--- src/rtl/load_down_timer_if.sv ---
// Bus bundle for load_down_timer: control/data inputs and registered status outputs.
// The master modport drives the controls; the slave modport is the timer side.
interface load_down_timer_if #(
  parameter int unsigned WIDTH = 4
);
  logic             load;
  logic [WIDTH-1:0] data_in;
  logic             start;
  logic             pause;
  logic             periodic;
  logic [WIDTH-1:0] count;
  logic             tc;
  logic             busy;
  logic             done;

  modport master (
    output load, data_in, start, pause, periodic,
    input  count, tc, busy, done
  );

  modport slave (
    input  load, data_in, start, pause, periodic,
    output count, tc, busy, done
  );
endinterface

--- src/rtl/load_down_timer.sv ---
// Loadable down-counting timer with pause/hold, terminal-count pulse and DONE state.
// Optional feature macro AUTO_RELOAD_EN: periodic reload from reload_reg at terminal count.
module load_down_timer #(
  parameter int unsigned WIDTH = 4
) (
  input  logic               clk,
  input  logic               rst,
  load_down_timer_if.slave   bus
);

  typedef enum logic [1:0] {
    ST_IDLE = 2'd0,
    ST_RUN  = 2'd1,
    ST_HOLD = 2'd2,
    ST_DONE = 2'd3
  } state_e;

  localparam logic [WIDTH-1:0] CNT_ZERO = {WIDTH{1'b0}};
  localparam logic [WIDTH-1:0] CNT_ONE  = {{(WIDTH-1){1'b0}}, 1'b1};

  state_e           state_q, state_d;
  logic [WIDTH-1:0] count_q, count_d;
  logic [WIDTH-1:0] reload_q, reload_d;
  logic             tc_q, tc_d;

`ifndef AUTO_RELOAD_EN
  logic unused_periodic_s;
  assign unused_periodic_s = bus.periodic;
`endif

  // State, count, reload value and terminal pulse registers.
  always_ff @(posedge clk) begin
    if (rst) begin
      state_q  <= ST_IDLE;
      count_q  <= CNT_ZERO;
      reload_q <= CNT_ZERO;
      tc_q     <= 1'b0;
    end else begin
      state_q  <= state_d;
      count_q  <= count_d;
      reload_q <= reload_d;
      tc_q     <= tc_d;
    end
  end

  // Next-state logic: load beats pause, pause beats start, start beats decrement.
  always_comb begin
    state_d  = state_q;
    count_d  = count_q;
    reload_d = reload_q;
    tc_d     = 1'b0;

    if (bus.load) begin
      count_d  = bus.data_in;
      reload_d = bus.data_in;
      state_d  = ST_IDLE;
    end else begin
      case (state_q)
        ST_IDLE: begin
          if (bus.start) begin
            if (count_q != CNT_ZERO) begin
              state_d = ST_RUN;
            end else begin
              state_d = ST_DONE;
              tc_d    = 1'b1;
            end
          end else begin
            state_d = ST_IDLE;
          end
        end

        ST_RUN: begin
          if (bus.pause) begin
            state_d = ST_HOLD;
          end else if (count_q > CNT_ONE) begin
            count_d = count_q - CNT_ONE;
          end else if (count_q == CNT_ONE) begin
            tc_d = 1'b1;
`ifdef AUTO_RELOAD_EN
            if (bus.periodic) begin
              count_d = reload_q;
              state_d = ST_RUN;
            end else begin
              count_d = CNT_ZERO;
              state_d = ST_DONE;
            end
`else
            count_d = CNT_ZERO;
            state_d = ST_DONE;
`endif
          end else begin
            // A zero count in RUN cannot arise; retire quietly rather than wrap.
            count_d = CNT_ZERO;
            state_d = ST_DONE;
          end
        end

        ST_HOLD: begin
          if (bus.pause) begin
            state_d = ST_HOLD;
          end else begin
            state_d = ST_RUN;
          end
        end

        ST_DONE: begin
          if (bus.start) begin
            count_d = reload_q;
            if (reload_q != CNT_ZERO) begin
              state_d = ST_RUN;
            end else begin
              state_d = ST_DONE;
              tc_d    = 1'b1;
            end
          end else begin
            count_d = CNT_ZERO;
            state_d = ST_DONE;
          end
        end

        default: begin
          state_d = ST_IDLE;
          count_d = CNT_ZERO;
        end
      endcase
    end
  end

  assign bus.count = count_q;
  assign bus.tc    = tc_q;
  assign bus.busy  = (state_q == ST_RUN) || (state_q == ST_HOLD);
  assign bus.done  = (state_q == ST_DONE);

endmodule

--- src/flat_wrapper.sv ---
// flat-port wrapper written by rule: the top's interface ports become plain ports
module load_down_timer_flat 
#(
  parameter int unsigned WIDTH = 4
)
  (clk, rst, bus_load, bus_data_in, bus_start, bus_pause, bus_periodic, bus_count, bus_tc, bus_busy, bus_done);
  load_down_timer_if #(.WIDTH(WIDTH)) bus_i ();
  input  logic clk;
  input  logic rst;
  input wire logic [$bits(bus_i.load)-1:0] bus_load;
  input wire logic [$bits(bus_i.data_in)-1:0] bus_data_in;
  input wire logic [$bits(bus_i.start)-1:0] bus_start;
  input wire logic [$bits(bus_i.pause)-1:0] bus_pause;
  input wire logic [$bits(bus_i.periodic)-1:0] bus_periodic;
  output wire logic [$bits(bus_i.count)-1:0] bus_count;
  output wire logic [$bits(bus_i.tc)-1:0] bus_tc;
  output wire logic [$bits(bus_i.busy)-1:0] bus_busy;
  output wire logic [$bits(bus_i.done)-1:0] bus_done;
  assign bus_i.load = bus_load;
  assign bus_i.data_in = bus_data_in;
  assign bus_i.start = bus_start;
  assign bus_i.pause = bus_pause;
  assign bus_i.periodic = bus_periodic;
  assign bus_count = bus_i.count;
  assign bus_tc = bus_i.tc;
  assign bus_busy = bus_i.busy;
  assign bus_done = bus_i.done;
  load_down_timer #(.WIDTH(WIDTH)) u_core (.clk(clk), .rst(rst), .bus(bus_i));
endmodule
--- config.mk ---
export PLATFORM = sky130hd
export DESIGN_NAME = load_down_timer_flat
export DESIGN_NICKNAME = d
export VERILOG_FILES = /design/src/rtl/load_down_timer_if.sv /design/src/rtl/load_down_timer.sv /design/src/flat_wrapper.sv
export SDC_FILE = /design/constraint.sdc
export NUM_CORES = 1
export LEC_CHECK = 0
export ABC_AREA = 1
export CAP_MARGIN = 20
export CORE_MARGIN = 2
export CORE_UTILIZATION = 51
export DETAILED_ROUTE_END_ITERATION = 8
export GPL_TIMING_DRIVEN = 0
export PLACE_DENSITY = 0.81
export SETUP_SLACK_MARGIN = 0.15
export SYNTH_ARGS = -nofsm -noshare
export SYNTH_HDL_FRONTEND = slang
export SYNTH_SLANG_ARGS = --single-unit
export TNS_END_PERCENT = 30
--- constraint.sdc ---
create_clock -name clk -period 3.35 [get_ports clk]
set_clock_uncertainty 0.1 [all_clocks]
set_input_delay 0.67 -clock clk [delete_from_list [all_inputs] [get_ports clk]]
set_output_delay 0.67 -clock clk [all_outputs]
set_load 0.005 [all_outputs]
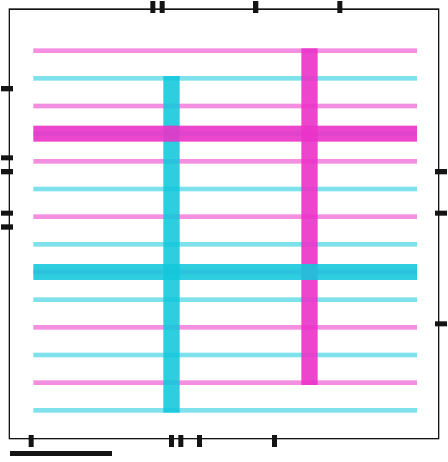
Fig. 1. Floorplan with the power grid (run 1).
Scale bar: 10 um. Pins as bars on the die edge.
magenta -> VDD
cyan -> VSS
met1 rails = 14
met5 straps = 2
rows = 13
chip width: 42.1 um
Core Region: 1330 um2

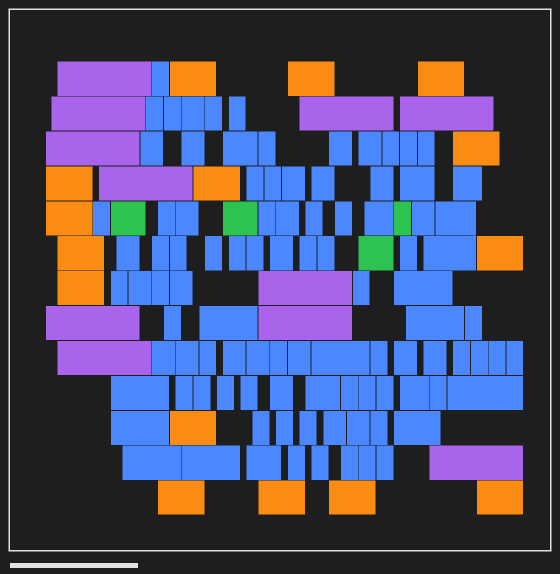
Fig. 2. Cell classes on the final placement (run 1).
Scale bar: 10 um.
blue -> combinational and other logic  # cells 97, share of their area 57%
purple -> flops  # cells 11, share of their area 24%
green -> clock drivers and dummy loads  # cells 4, share of their area 2.9%
orange -> other buffers and delay cells  # cells 15, share of their area 16%

==> flow_metrics.tcl, run 1 <==
# flow metrics
set metrics [dict create \
    post_synth_num_cell_types 21 \
    p_sw_frac 0.303 \
    crit_path_max_incr_delay_ps 500 \
    ff_type "dfxtp_1" \
    p_seq_frac 0.451 \
    drive_gt1_frac 0.0709 \
    syn_area_um2 739 \
    synth_xor_xnor_area_share 0.0118 \
    setup_violations 0 \
    fin_nets 146 \
    fin_crit_sh 0.697 \
    grt_max_degree 7 \
    worstReg2RegStart "u_core.bus.count[0]" \
    ys_cells 108 \
    cpMaxStageDelayCell "clkdlybuf4s50_1" \
    syn_inst 108 \
    clock_path_buffers 2 \
    p_comb_frac 0.278 \
    p_switching_uw 99.9 \
    ant_nets 0 \
    yosysWarnings 0 \
    antennaDiodeCount 0 \
    p_per_area_nw_per_um2 353 \
    worstSetupStartpoint "u_core.state_q[1]" \
    grt_pass1_wl_mm 2.80 \
    post-cts-setup-buffer-count 0 \
    maxCapViolCount 0 \
    avgSynthCellArea_um2 6.85 \
    cp.depth 3 \
    yosys.area_share.aoi 0.212 \
    cts_tree "yes" \
    status "finished clean" \
    crit_type "flip-flop to output port" \
    crit_family "buffers and inverters" \
    ir_drop_uv 263 \
    p_int_uw 230 \
    io_pins 17 \
    fp_util 0.554 \
    fp.dieArea_um2 1770 \
    path_buffers 2 \
    r2r_setup_slack_ps 1780 \
    areaGrowthSynthToFinish_pct 26.4 \
    cts_resized 0 \
    drtIter0Drc 25 \
    top_area_cell "dfxtp_1" \
    synth.most_common_cell "nand2_1" \
    layout_setup_ws_ps 1020 \
    mux_area_frac 0 \
    grt.total_usage 0.201 \
    overflow 0 \
    ctsHoldBuffers 0 \
    clkTransAtPathRegs_ps 60 \
    total_power_uw 330 \
    r2r_cells 9 \
    dr_total_vias 731 \
    warnings 33 \
    power_leakage_nw 0.424 \
    edf_count 0 \
    routed_wl_mm 1.54 \
    syn_nets 126 \
    avgViaCountPerCell 5.15 \
    cts_buffers 3 \
    synth-seq-cells 11 \
    yosysSeqAreaShare 0.298 \
    grt_pass1_vias 694 \
    maxSlewViolCount 0 \
    grt_antenna_before_repair 0 \
    common_cells "nand2_1 (27), inv_1 (16), a21oi_1 (12)" \
    stdcell_area_um2 935 \
    simple_gate_area_frac 0.252 \
    cts_root_buffer "clkbuf_4" \
    rows 13 \
    avgRoutedWirePerCell_um 10.8 \
    synth_top_area_share 0.298 \
    dr.pass1.iters 4 \
    placed_area_um2 908 \
    fin_setup_tns_ps 0 \
    post-place-ws_ps 1300 \
    worst_setup_path_start_kind "flip-flop" \
    worstReg2RegEnd "u_core.state_q[1]" \
]
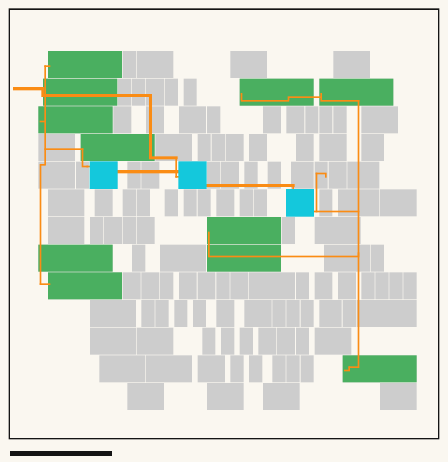
Fig. 3. Clock distribution (run 1).
Scale bar: 10 um.
orange -> clock wires  # length 148 um
cyan -> clock drivers  # count 3
green -> flip-flops  # count 11
routed clock nets = 4
clock power share: 0.271
worst-skew pair later-pin latency: 270 ps
clk pwr: 89.3 uW

run 1: cell type report:
type	instances	area [um2]	area share
multi-input combinational	79	452	0.483
sequential	11	220	0.236
tap	15	18.8	0.0201
timing repair buffer	15	150	0.161
clock buffer	4	26.3	0.0281
inverter	18	67.6	0.0723
run 1: cell usage in the layout (no fill, tap or decap), drive strengths merged:
| master | count |
|---|---|
| ha | 8 |
| clkbuf | 4 |
| o211ai | 1 |
| nand4 | 1 |
| o21ai | 10 |
| dfxtp | 11 |
| o21bai | 1 |
| xor2 | 1 |
| nand3 | 4 |
| clkdlybuf4s50 | 15 |
| a21boi | 2 |
| nand2 | 28 |
| and2 | 1 |
| a21oi | 13 |
| nor2 | 9 |
| inv | 18 |
run 1: metrics by stage:
stage	std cells	utilization
CTS	142	0.701
detailed placement	138	0.681
finish	142	0.701
global placement	138	0.681
floorplan	108	-
global route	142	0.701
run 1: layer usage:
layer | vias up | routed length [um] | global-route usage
li1 | 383 | - | -
met1 | 320 | 686 | 0.253
met2 | 28 | 729 | 0.341
met3 | 0 | 119 | 0.0690
met4 | 0 | 0 | 0.0250
met5 | - | 0 | 0
run 1: registers in the layout, summed over array words and instances (netlist names):
register and count:
u_core.bus.tc 1, u_core.reload_q 4, u_core.state_q 2, u_core.bus.count 4
run 1: power groups by stage:
stage | registers (mW) | clock network, mW | logic (mW)
2_1_floorplan | 0.151 | 0 | 0.0564
4_1_cts | 0.149 | 0.0913 | 0.0918
3_3_place_gp | 0.151 | 0 | 0.0891
5_1_grt | 0.150 | 0.0973 | 0.105
3_5_place_dp | 0.152 | 0 | 0.0911
6_report | 0.149 | 0.0893 | 0.0918
run 1: worst min-delay path, stage by stage, from the launching register on:
cell and delay [ps]:
dfxtp_1 310, nand2_1 80, a21oi_1 60
run 1: how the worst min path moves through the flow:
stage,start,end,slack [ps],depth (start not counted)
after detailed placement,u_core.reload_q[3],u_core.reload_q[3],380,2
after floorplan,u_core.reload_q[1],u_core.reload_q[1],350,2
after CTS,u_core.reload_q[2],u_core.reload_q[2],400,2
after global placement,u_core.reload_q[3],u_core.reload_q[3],370,2
final,u_core.reload_q[1],u_core.reload_q[1],390,2
after global routing,u_core.reload_q[1],u_core.reload_q[1],440,2
run 1: logic make-up after synthesis:
logic type               Yosys count
AND-OR/OR-AND                     27
XOR/XNOR                           1
adder cells (fa/ha/maj)            8
buffers and inverters             18
flip-flops                        11
AND/OR/NAND/NOR                   43
==> run 1 -> run 2 <==
Settings changed: CORE_UTILIZATION 51 to 48, PLACE_DENSITY 0.81 to 0.77.
Clock period 3.35 ns to 2.4 ns, I/O delays scaled along.
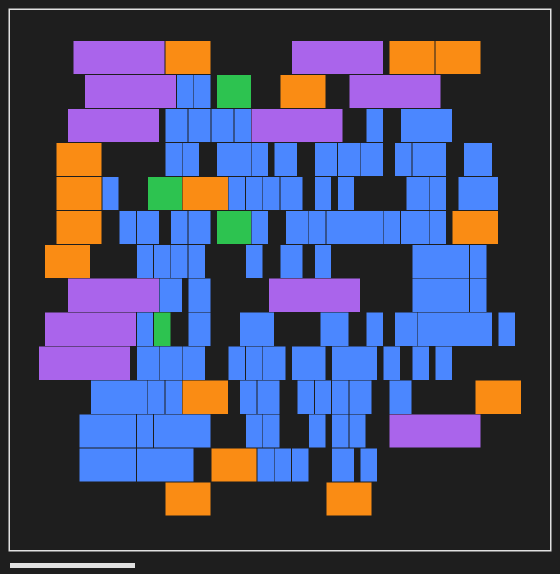
Fig. 4. Cell classes on the final placement (run 2).
Scale bar: 10 um.
blue -> combinational and other logic  # cells 97, share of their area 57%
orange -> other buffers and delay cells  # cells 15, share of their area 16%
green -> clock drivers and dummy loads  # cells 4, share of their area 2.9%
purple -> flops  # cells 11, share of their area 24%
sequential share of cell area: 0.235
Core Region: 1470 um2
Layout Utilization: 0.636
final instance area: 936 um2
Row Count: 14

==> run 2 against run 1 <==
Compared with the run above:
- clock-buffer cell count unchanged
- clock power increased by 41%
- sequential share of layout area about the same
- global-route usage decreased by 2.6 points
- non-clock buffer count unchanged
- first-iteration DRC count decreased by 36%
- largest power group unchanged
- worst setup slack got worse by 750 ps
==> flow_metrics.tcl, run 2 <==
# flow metrics
set metrics [dict create \
    fin_nets 146 \
    clock_path_buffers 2 \
    fin_cells 143 \
    dr_total_vias 713 \
    critPathArrivalTime_ps 1550 \
    post-cts-setup-buffer-count 0 \
    yosysWarnings 0 \
    async_flop_share 0 \
    layout_top_cell "nand2_1" \
    syn_nets 126 \
    die_w_um 43.3 \
    placed_area_um2 910 \
    min_from "u_core.reload_q[1]" \
    overflow 0 \
    grt_pass1_wl_mm 2.46 \
    cts_resized 0 \
    ir_drop_uv 367 \
    io_pins 17 \
    layout_top_cells "nand2_1 (27), inv_1 (16), clkdlybuf4s50_1 (15)" \
    post-place-ws_ps 551 \
    hold_path_depth 2 \
    fill_cells 148 \
    grt_pass1_vias 621 \
    grt.total_usage 0.175 \
    syn_area_um2 739 \
    synth_top_area_share 0.298 \
    synth.most_common_cell "nand2_1" \
    clk_latency_ps 270 \
    cts_tree "yes" \
    post_synth_num_cell_types 21 \
    power_leakage_nw 0.424 \
    r2r_setup_slack_ps 880 \
    fin_setup_tns_ps 0 \
    synth-seq-cells 11 \
    maxCapViolCount 0 \
    cts_root_buffer "clkbuf_4" \
    grt_antenna_before_repair 0 \
    fp_util 0.503 \
    drive_gt1_frac 0.0709 \
    r2r_cells 9 \
    avgViaCountPerCell 4.99 \
    layout_setup_ws_ps 266 \
    avgRoutedWirePerCell_um 9.94 \
    crit_path_end_kind "output port" \
    grt_max_degree 7 \
    ys_cells 108 \
    worstReg2RegStart "u_core.bus.count[0]" \
    ant_nets 0 \
    fin_crit_sh 0.889 \
    routed_wl_mm 1.42 \
    clkTransAtPathRegs_ps 70 \
    edf_count 0 \
    p_per_area_nw_per_um2 491 \
    highest_layer "met4" \
    top_area_cell "dfxtp_1" \
    ctsHoldBuffers 0 \
    cts_buffers 3 \
    fp.dieArea_um2 1870 \
    areaGrowthSynthToFinish_pct 26.6 \
    dr.pass1.iters 5 \
    holdPathEnd "u_core.reload_q[1]" \
    worst_setup_path_start_kind "flip-flop" \
    antennaDiodeCount 0 \
    wl_met1_um 705 \
    drtIter0Drc 16 \
    warnings 33 \
    route.met2.wl_um 619 \
    syn_inst 108 \
    setup_violations 0 \
    crit_type "flip-flop to output port" \
    ff_type "dfxtp_1" \
    maxSlewViolCount 0 \
    place_inst 139 \
    common_cells "nand2_1 (27), inv_1 (16), a21oi_1 (12)" \
    avgSynthCellArea_um2 6.85 \
    gp_congestion 0.807 \
    worstReg2RegEnd "u_core.state_q[1]" \
    status "finished clean" \
    total_power_uw 460 \
    dr_wl_met3_um 75 \
    yosysSeqAreaShare 0.298 \
]
==> run 2: final cells by class <==
| cell class | instances | area [um2] | share of cell area |
|---|---|---|---|
| clock buffer | 4 | 26.3 | 0.0281 |
| timing repair buffer | 15 | 150 | 0.160 |
| multi-input combinational | 79 | 452 | 0.483 |
| inverter | 18 | 67.6 | 0.0722 |
| tap | 16 | 20.0 | 0.0214 |
| sequential | 11 | 220 | 0.235 |
==> run 2: metal layers <==
layer	vias to the layer above	global-route usage
met5	-	0
met4	0	0.0727
met3	5	0.0383
met2	18	0.275
met1	308	0.229
li1	382	-
==> run 2: how the worst max path moves through the flow <==
stage                             start                   to  slack [ps]  cells past startpoint
global placement      u_core.state_q[0]             bus_busy         580                      3
floorplan           u_core.bus.count[0]  u_core.bus.count[2]        1040                      8
detailed placement    u_core.state_q[0]             bus_busy         550                      3
global route          u_core.state_q[0]             bus_busy         210                      3
finish                u_core.state_q[0]             bus_busy         270                      3
CTS                   u_core.state_q[0]             bus_busy         260                      3
==> run 2: power breakdown <==
| group | internal [mW] | total [mW] | switching [mW] |
|---|---|---|---|
| Combinational | 0.0616 | 0.127 | 0.0650 |
| Sequential | 0.195 | 0.207 | 0.0120 |
| Clock | 0.0644 | 0.126 | 0.0620 |
| Total | 0.321 | 0.460 | 0.139 |
==> run 2: cells by family after synthesis <==
kind of cell	Yosys count	synth area share
flip-flops	11	0.298
adder cells (fa/ha/maj)	8	0.135
buffers and inverters	18	0.0914
XOR/XNOR	1	0.0118
AND/OR/NAND/NOR	43	0.252
AND-OR/OR-AND	27	0.212
==> run 2: worst max-delay path, cell delays in order, from the launching register on <==
cell and delay (ps):
dfxtp_1 380, inv_1 100, ha_1 300, clkdlybuf4s50_1 500
==> run 2 -> run 3 <==
Settings changed: CORE_MARGIN 2 to 5, CTS_CLUSTER_DIAMETER set to 30, SETUP_SLACK_MARGIN 0.15 to not set.
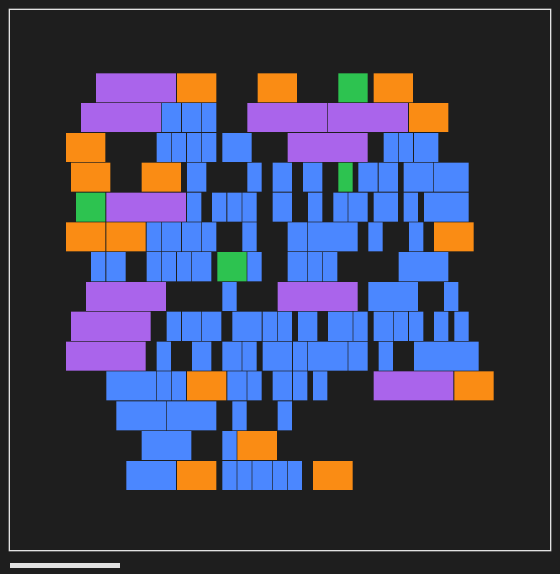
Fig. 5. Cell classes on the final placement (run 3).
Scale bar: 10 um.
Layout Utilization: 0.629
Core Region: 1490 um2

==> run 3 against run 2 <==
Compared with the run above:
- routed wire length is 4.7% higher
- clock power hardly changed
- highest routed layer unchanged
- global-route usage down 4.0 points
- worst setup slack improved by 4.7 ps
- critical endpoint unchanged
- critical path type unchanged
- first-iteration DRC count rose by 13%
- synthesized area is the same
- sequential share of layout area did not move
- final cell count unchanged
==> flow_metrics.tcl, run 3 <==
# flow metrics
set metrics [dict create \
    syn_area_um2 739 \
    busiest_layer "met2" \
    dr_total_vias 699 \
    edf_count 0 \
    p_seq_frac 0.451 \
    fp_util 0.497 \
    crit_family "buffers and inverters" \
    post_synth_num_cell_types 21 \
    p_per_area_nw_per_um2 491 \
    path_cells "inv_1 > ha_1 > clkdlybuf4s50_1" \
    grt.total_usage 0.134 \
    crit_path_max_incr_delay_ps 510 \
    min_from "u_core.reload_q[3]" \
    ys_cells 108 \
    drtIter0Drc 18 \
    grt_pass1_vias 585 \
    fin_setup_tns_ps 0 \
    cts_tree "yes" \
    avgRoutedWirePerCell_um 10.4 \
    yosysSeqAreaShare 0.298 \
    path_buffers 2 \
    avgSynthCellArea_um2 6.85 \
    r2r_setup_slack_ps 870 \
    p_switching_uw 138 \
    die_w_um 49.3 \
    p_comb_frac 0.275 \
    status "finished clean" \
    dr.pass1.iters 4 \
    ant_nets 0 \
    clock_power_share 0.274 \
    top_area_cell "dfxtp_1" \
    synth.most_common_cell "nand2_1" \
    post-cts-setup-buffer-count 0 \
    critPathArrivalTime_ps 1550 \
    hold_path_depth 2 \
    layout_top_cells "nand2_1 (27), inv_1 (16), clkdlybuf4s50_1 (15)" \
    grt_use_met1 0.164 \
    clock_path_buffers 2 \
    cts_buffers 3 \
    power_leakage_nw 0.424 \
    fin_nets 146 \
    grtUsageMet3 0.0581 \
    cpMaxStageDelayCell "clkdlybuf4s50_1" \
    fp.dieArea_um2 2430 \
    worst_setup_path_start_kind "flip-flop" \
    maxCapViolCount 0 \
]
run 3: power by group through the flow:
stage / registers (mW) / logic [mW] / clock network [mW]
finish: 0.207 / 0.126 / 0.126
floorplan: 0.210 / 0.0787 / 0
detailed placement: 0.211 / 0.128 / 0
CTS: 0.207 / 0.128 / 0.132
global placement: 0.211 / 0.125 / 0
global route: 0.209 / 0.147 / 0.143
run 3: worst max-delay path by stage:
| stage | cells after the start | start | slack [ps] | endpoint |
|---|---|---|---|---|
| after floorplan | 8 | u_core.bus.count[0] | 1040 | u_core.bus.count[2] |
| after global placement | 3 | u_core.state_q[0] | 570 | bus_busy |
| after detailed placement | 3 | u_core.state_q[0] | 550 | bus_busy |
| after CTS | 3 | u_core.state_q[0] | 260 | bus_busy |
| after global routing | 3 | u_core.state_q[0] | 140 | bus_busy |
| final | 3 | u_core.state_q[0] | 270 | bus_busy |
run 3: layout make-up:
cell class / count / area (um2)
fillers: 132 / 553
multi-input cells: 79 / 452
flip-flops and latches: 11 / 220
repair buffers: 15 / 150
inverters: 18 / 67.6
clock buffers: 4 / 26.3
well taps: 16 / 20.0
run 3: cell families (layout without fill, tap and decap cells):
kind of cell	Yosys count	count (layout)	synth area share
AOI/OAI and AO/OA	27	27	0.212
xor gates and xnor gates	1	1	0.0118
adders and majority gates	8	8	0.135
buffers and inverters	18	37	0.0914
DFF	11	11	0.298
and+or+nand+nor	43	43	0.252
run 3: through the flow:
stage	power [mW]	worst slack (ps)	utilization	area, um2	hold WS, ps
floorplan	0.289	1040	-	739	350
global placement	0.336	571	0.611	910	372
detailed placement	0.339	555	0.611	910	381
CTS	0.467	256	0.629	936	390
global route	0.499	144	0.629	936	415
finish	0.459	271	0.629	936	385
run 3: tightest hold or removal path, delay by kind of cell (launching register included):
| family | cells | cell delay [ps] |
|---|---|---|
| simple gates | 1 | 70 |
| flops | 1 | 310 |
| compound gates | 1 | 60 |
run 3: per-layer routing:
| metal | part of all wire | wire length [um] |
|---|---|---|
| met3 | 0.063 | 94 |
| met5 | 0 | 0 |
| met1 | 0.47 | 695 |
| met2 | 0.45 | 672 |
| met4 | 0.018 | 27 |
Power is estimated from default activity; no workload was simulated.
